### src/rtl/mem_stage_if.sv
// Data-memory port of the MEM stage: one request at a time, held until d_ack.
// The master side belongs to the pipeline and the slave side to the memory.
interface mem_stage_if;
    logic        d_req;
    logic        d_we;
    logic [31:0] d_addr;
    logic [3:0]  d_be;
    logic [31:0] d_wdata;
    logic        d_ack;
    logic [31:0] d_rdata;

    modport master (
        output d_req, d_we, d_addr, d_be, d_wdata,
        input  d_ack, d_rdata
    );

    modport slave (
        input  d_req, d_we, d_addr, d_be, d_wdata,
        output d_ack, d_rdata
    );
endinterface

### src/rtl/mem_stage.sv
// Pipeline MEM stage: runs loads/stores on a req/ack data port, forwards results to EX,
// registers them for writeback and stalls upstream while an access is outstanding.
module mem_stage #(
    parameter int WAIT_LIMIT = 16
) (
    input  logic        clk,
    input  logic        reset_n,
    input  logic [31:0] res_EX,
    input  logic [31:0] x2_EX,
    input  logic [4:0]  rd_EX,
    input  logic [6:0]  opcode_EX,
    input  logic [2:0]  funct3_EX,
    mem_stage_if.master dmem,
    output logic [4:0]  rd_MEM,
    output logic [31:0] res_MEM,
    output logic [4:0]  rd_WB,
    output logic [31:0] res_WB,
    output logic        stall,
    output logic        mem_err
);

    localparam logic [6:0] OP_LOAD  = 7'b0000011;
    localparam logic [6:0] OP_STORE = 7'b0100011;
    localparam int         CNT_W    = (WAIT_LIMIT > 1) ? $clog2(WAIT_LIMIT) : 1;
    localparam logic [CNT_W-1:0] CNT_LAST = CNT_W'(WAIT_LIMIT - 1);

    typedef enum logic [1:0] {
        IDLE = 2'd0,
        REQ  = 2'd1,
        DONE = 2'd2
    } state_t;

    state_t state_q, state_d;

    // EX/MEM register
    logic [31:0] res_q;
    logic [31:0] x2_q;
    logic [4:0]  rd_q;
    logic [6:0]  op_q;
    logic [2:0]  f3_q;

    logic [CNT_W-1:0] cnt_q;
    logic [31:0]      ld_q;
    logic [31:0]      ld_ext;
    logic [31:0]      ld_shift;
    logic [3:0]       be;
    logic [31:0]      wdata;
    logic             ld_we;
    logic             in_req;
    logic             q_store;
    logic             q_mis;
    logic             ex_access;
    state_t           adv_state;

    function automatic logic is_mem(input logic [6:0] op);
        return (op == OP_LOAD) || (op == OP_STORE);
    endfunction

    // Halves need an even address; words (and the unused size code 11) need a 4-byte boundary.
    function automatic logic misaligned(input logic [2:0] f3, input logic [1:0] a);
        logic m;
        case (f3[1:0])
            2'b00:   m = 1'b0;
            2'b01:   m = a[0];
            default: m = |a;
        endcase
        return m;
    endfunction

    assign q_store   = (op_q == OP_STORE);
    assign q_mis     = is_mem(op_q) && misaligned(f3_q, res_q[1:0]);
    assign ex_access = is_mem(opcode_EX) && !misaligned(funct3_EX, res_EX[1:0]);
    assign adv_state = ex_access ? REQ : IDLE;
    assign in_req    = (state_q == REQ);

    // Store lanes and byte enables follow the low address bits of the captured access.
    always_comb begin
        be    = 4'b1111;
        wdata = x2_q;
        case (f3_q[1:0])
            2'b00: begin
                be    = 4'b0001 << res_q[1:0];
                wdata = {4{x2_q[7:0]}};
            end
            2'b01: begin
                be    = res_q[1] ? 4'b1100 : 4'b0011;
                wdata = {2{x2_q[15:0]}};
            end
            default: ;
        endcase
    end

    assign ld_shift = dmem.d_rdata >> {res_q[1:0], 3'b000};

    always_comb begin
        case (f3_q)
            3'b000:  ld_ext = {{24{ld_shift[7]}}, ld_shift[7:0]};
            3'b001:  ld_ext = {{16{ld_shift[15]}}, ld_shift[15:0]};
            3'b100:  ld_ext = {24'd0, ld_shift[7:0]};
            3'b101:  ld_ext = {16'd0, ld_shift[15:0]};
            default: ld_ext = ld_shift;
        endcase
    end

    assign dmem.d_req   = in_req;
    assign dmem.d_we    = in_req && q_store;
    assign dmem.d_addr  = in_req ? {res_q[31:2], 2'b00} : 32'd0;
    assign dmem.d_be    = in_req ? be : 4'd0;
    assign dmem.d_wdata = in_req ? wdata : 32'd0;

    // NOTE: every output of this block gets a default before the case so no path leaves
    // a signal unassigned; a missing default would infer a latch.
    always_comb begin
        state_d = state_q;
        stall   = 1'b0;
        mem_err = 1'b0;
        ld_we   = 1'b0;
        rd_MEM  = rd_q;
        res_MEM = res_q;
        case (state_q)
            IDLE: begin
                if (q_mis) begin
                    rd_MEM  = 5'd0;
                    mem_err = 1'b1;
                end
                state_d = adv_state;
            end
            REQ: begin
                rd_MEM = 5'd0;
                stall  = 1'b1;
                if (dmem.d_ack) begin
                    if (q_store) begin
                        stall   = 1'b0;
                        state_d = adv_state;
                    end else begin
                        ld_we   = 1'b1;
                        state_d = DONE;
                    end
                end else if (cnt_q == CNT_LAST) begin
                    // Timeout: drop the access and let the pipeline move on with no writeback.
                    stall   = 1'b0;
                    mem_err = 1'b1;
                    state_d = adv_state;
                end
            end
            DONE: begin
                res_MEM = ld_q;
                state_d = adv_state;
            end
            default: state_d = IDLE;
        endcase
    end

    // NOTE: state is updated with non-blocking assignments so every register samples
    // the values from before this edge, regardless of statement order.
    always_ff @(posedge clk or negedge reset_n) begin
        if (!reset_n) begin
            state_q <= IDLE;
            res_q   <= 32'd0;
            x2_q    <= 32'd0;
            rd_q    <= 5'd0;
            op_q    <= 7'd0;
            f3_q    <= 3'd0;
            cnt_q   <= '0;
            ld_q    <= 32'd0;
            rd_WB   <= 5'd0;
            res_WB  <= 32'd0;
        end else begin
            state_q <= state_d;
            if (!stall) begin
                res_q  <= res_EX;
                x2_q   <= x2_EX;
                rd_q   <= rd_EX;
                op_q   <= opcode_EX;
                f3_q   <= funct3_EX;
                rd_WB  <= rd_MEM;
                res_WB <= res_MEM;
            end else begin
                rd_WB <= 5'd0;
            end
            if (ld_we) begin
                ld_q <= ld_ext;
            end
            cnt_q <= (in_req && stall) ? cnt_q + 1'b1 : '0;
        end
    end

endmodule

### src/flat_wrapper.sv
// flat-port wrapper written by rule: the top's interface ports become plain ports
module mem_stage_flat 
#(
    parameter int WAIT_LIMIT = 16
)
  (clk, reset_n, res_EX, x2_EX, rd_EX, opcode_EX, funct3_EX, rd_MEM, res_MEM, rd_WB, res_WB, stall, mem_err, dmem_d_req, dmem_d_we, dmem_d_addr, dmem_d_be, dmem_d_wdata, dmem_d_ack, dmem_d_rdata);
  mem_stage_if dmem_i ();
  input  logic clk;
  input  logic reset_n;
  input  logic [31:0] res_EX;
  input  logic [31:0] x2_EX;
  input  logic [4:0] rd_EX;
  input  logic [6:0] opcode_EX;
  input  logic [2:0] funct3_EX;
  output logic [4:0] rd_MEM;
  output logic [31:0] res_MEM;
  output logic [4:0] rd_WB;
  output logic [31:0] res_WB;
  output logic stall;
  output logic mem_err;
  output wire logic [$bits(dmem_i.d_req)-1:0] dmem_d_req;
  output wire logic [$bits(dmem_i.d_we)-1:0] dmem_d_we;
  output wire logic [$bits(dmem_i.d_addr)-1:0] dmem_d_addr;
  output wire logic [$bits(dmem_i.d_be)-1:0] dmem_d_be;
  output wire logic [$bits(dmem_i.d_wdata)-1:0] dmem_d_wdata;
  input wire logic [$bits(dmem_i.d_ack)-1:0] dmem_d_ack;
  input wire logic [$bits(dmem_i.d_rdata)-1:0] dmem_d_rdata;
  assign dmem_d_req = dmem_i.d_req;
  assign dmem_d_we = dmem_i.d_we;
  assign dmem_d_addr = dmem_i.d_addr;
  assign dmem_d_be = dmem_i.d_be;
  assign dmem_d_wdata = dmem_i.d_wdata;
  assign dmem_i.d_ack = dmem_d_ack;
  assign dmem_i.d_rdata = dmem_d_rdata;
  mem_stage #(.WAIT_LIMIT(WAIT_LIMIT)) u_core (.clk(clk), .reset_n(reset_n), .res_EX(res_EX), .x2_EX(x2_EX), .rd_EX(rd_EX), .opcode_EX(opcode_EX), .funct3_EX(funct3_EX), .dmem(dmem_i), .rd_MEM(rd_MEM), .res_MEM(res_MEM), .rd_WB(rd_WB), .res_WB(res_WB), .stall(stall), .mem_err(mem_err));
endmodule
### config.mk
export PLATFORM = sky130hd
export DESIGN_NAME = mem_stage_flat
export DESIGN_NICKNAME = d
export VERILOG_FILES = /design/src/rtl/mem_stage_if.sv /design/src/rtl/mem_stage.sv /design/src/flat_wrapper.sv
export SDC_FILE = /design/constraint.sdc
export NUM_CORES = 1
export LEC_CHECK = 0
export ABC_AREA = 1
export CELL_PAD_IN_SITES_DETAIL_PLACEMENT = 1
export CELL_PAD_IN_SITES_GLOBAL_PLACEMENT = 2
export CORE_UTILIZATION = 23
export CTS_BUF_LIST = sky130_fd_sc_hd__clkbuf_4 sky130_fd_sc_hd__clkbuf_8
export DETAILED_ROUTE_END_ITERATION = 10
export PLACE_DENSITY = 0.78
export SLEW_MARGIN = 20
export SYNTH_ARGS = -nofsm -noshare
export SYNTH_HDL_FRONTEND = slang
export SYNTH_SLANG_ARGS = --single-unit
export TNS_END_PERCENT = 5
### constraint.sdc
create_clock -name clk -period 1.7 [get_ports clk]
set_clock_uncertainty 0.2 [all_clocks]
set_input_delay 0.17 -clock clk [delete_from_list [all_inputs] [get_ports clk]]
set_output_delay 0.17 -clock clk [all_outputs]
set_load 0.1 [all_outputs]
met2.png
Scale: 2 px per um. Cells faint in the background.
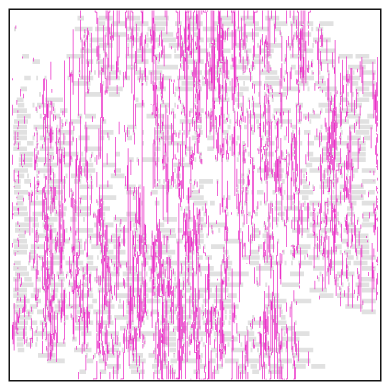
- share of all routed wire: 49%
- wire length on this layer: 15300 um
- longest straight run: 79.9 um
- main direction: vertical

pins.png
Scale: 2 px per um. Pins as bars across the die edge, other pins in grey.
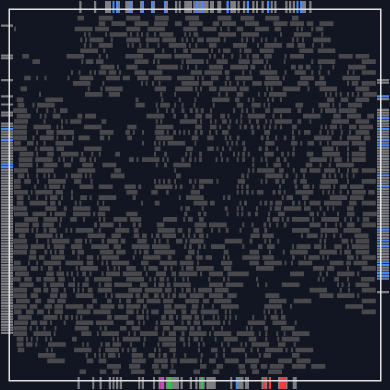
- blue: res_MEM (pins 32; direction output; edge 14 right, 13 top, 4 left, 1 bottom)
- green: funct3_EX (pins 3; direction input; edge bottom)
- magenta: mem_err (pins 1; direction output; edge bottom)
- red: rd_MEM (pins 5; direction output; edge bottom)
- all pins by edge: 86 left, 68 right, 57 top, 49 bottom
IO Port Bufs: 257
die width: 185 um
Die Ht: 185 um

metal_stack.png
Scale: 2 px per um. Two of the layers only.
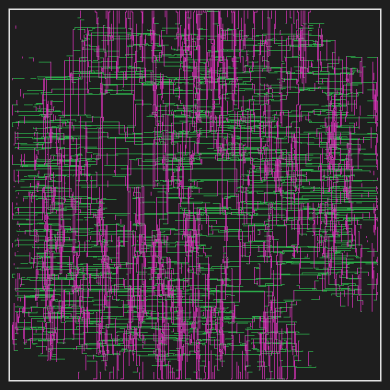
- magenta: met2 (wire length 15300 um)
- green: met1 (wire length 14100 um)
gr usage total: 19.0%
vias: 8048
routed wire length: 31400 um
wire per inst: 17.0 um

zoom.png
Window x 72 to 112, y 72 to 112 um. Cells in grey, sequential cells in the stronger grey; small squares are vias.
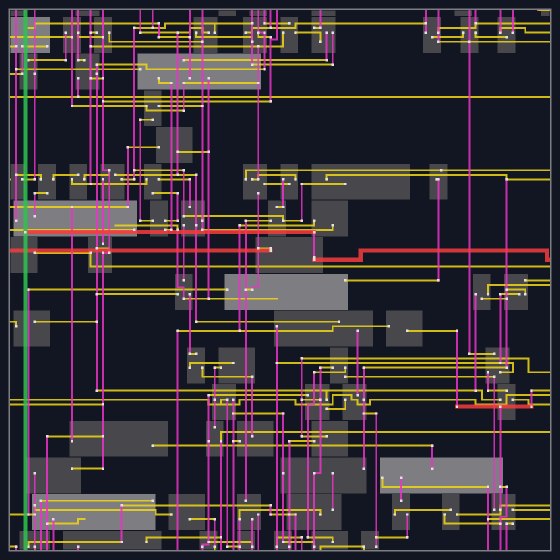
- magenta: met2
- yellow: met1
- green: met4
- red: met3
- netlist names of flops here include: u_core.ld_q (4), u_core.cnt_q (1)
- sequential cells in the window: 5
- cells with their middle in the window: 67
- most frequent: nand2_1 (27), nand3_1 (13), buf_4 (9)

final_placement.png
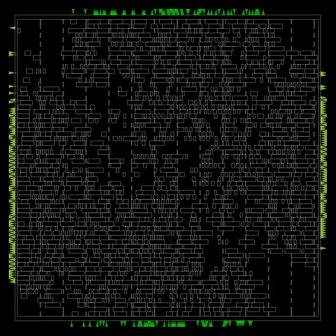
row count: 66
core region area: 32700 um2
Seq area share: 26.1%
Tap Count: 442
number of fill cells in the layout: 3713

==> deck_impl_summary.md <==
Implementation Results

Status
  • Outcome: finished with violations
  • Failing checks: setup timing

Pwr
  • Maximum VDD drop: 475 uV
  • Comb pwr share: 30.1%
  • NetSw: 3.74 mW
  • LEAKAGE: 6.91 nW

Cells and area
  • Antenna diodes: 0
  • Multi-input gate area: 4440 um2
  • Multi-In Gates: 788
  • Final cell count without fillers: 1851
  • Fraction of area in multi-input gates: 30.0%

Die
  • Fp util: 23.5%
  • Die area: 34200 um2

Final timing
  • Setup-failing EPs final: 230
  • Fin worst setup slack: -0.513 ns

Critical path
  • Most used cell, CP: buf_12
  • Critical path endpoint category: output pin
  • Worst-path maximum fanout: 22
  • Data required time of the worst path: 1.33 ns
  • Worst Setup Start Kind: flop

Global route
  • Global-route met2 utilization: 31.9%
  • Antenna violations before repair: 2

Synthesis
  • Max-area cell share: 50.1%
  • Commonest cells post-synth: 509 x nand2_1, 154 x dfrtp_1, 109 x nor2_1
  • # Cells Yosys: 1077

Min path
  • WHS Path Cells: 3
  • Min-delay worst type: input port to flop

Clock network
  • Clk sink count: 154
  • Max Buffers Root-to-Sink: 2

Routing
  • Met2 routed WL: 15300 um
  • M1 WL: 14100 um

Placement
  • Post-DP HPWL: 23500 um
Power figures rest on the tool's default switching activity, not on a simulated workload.
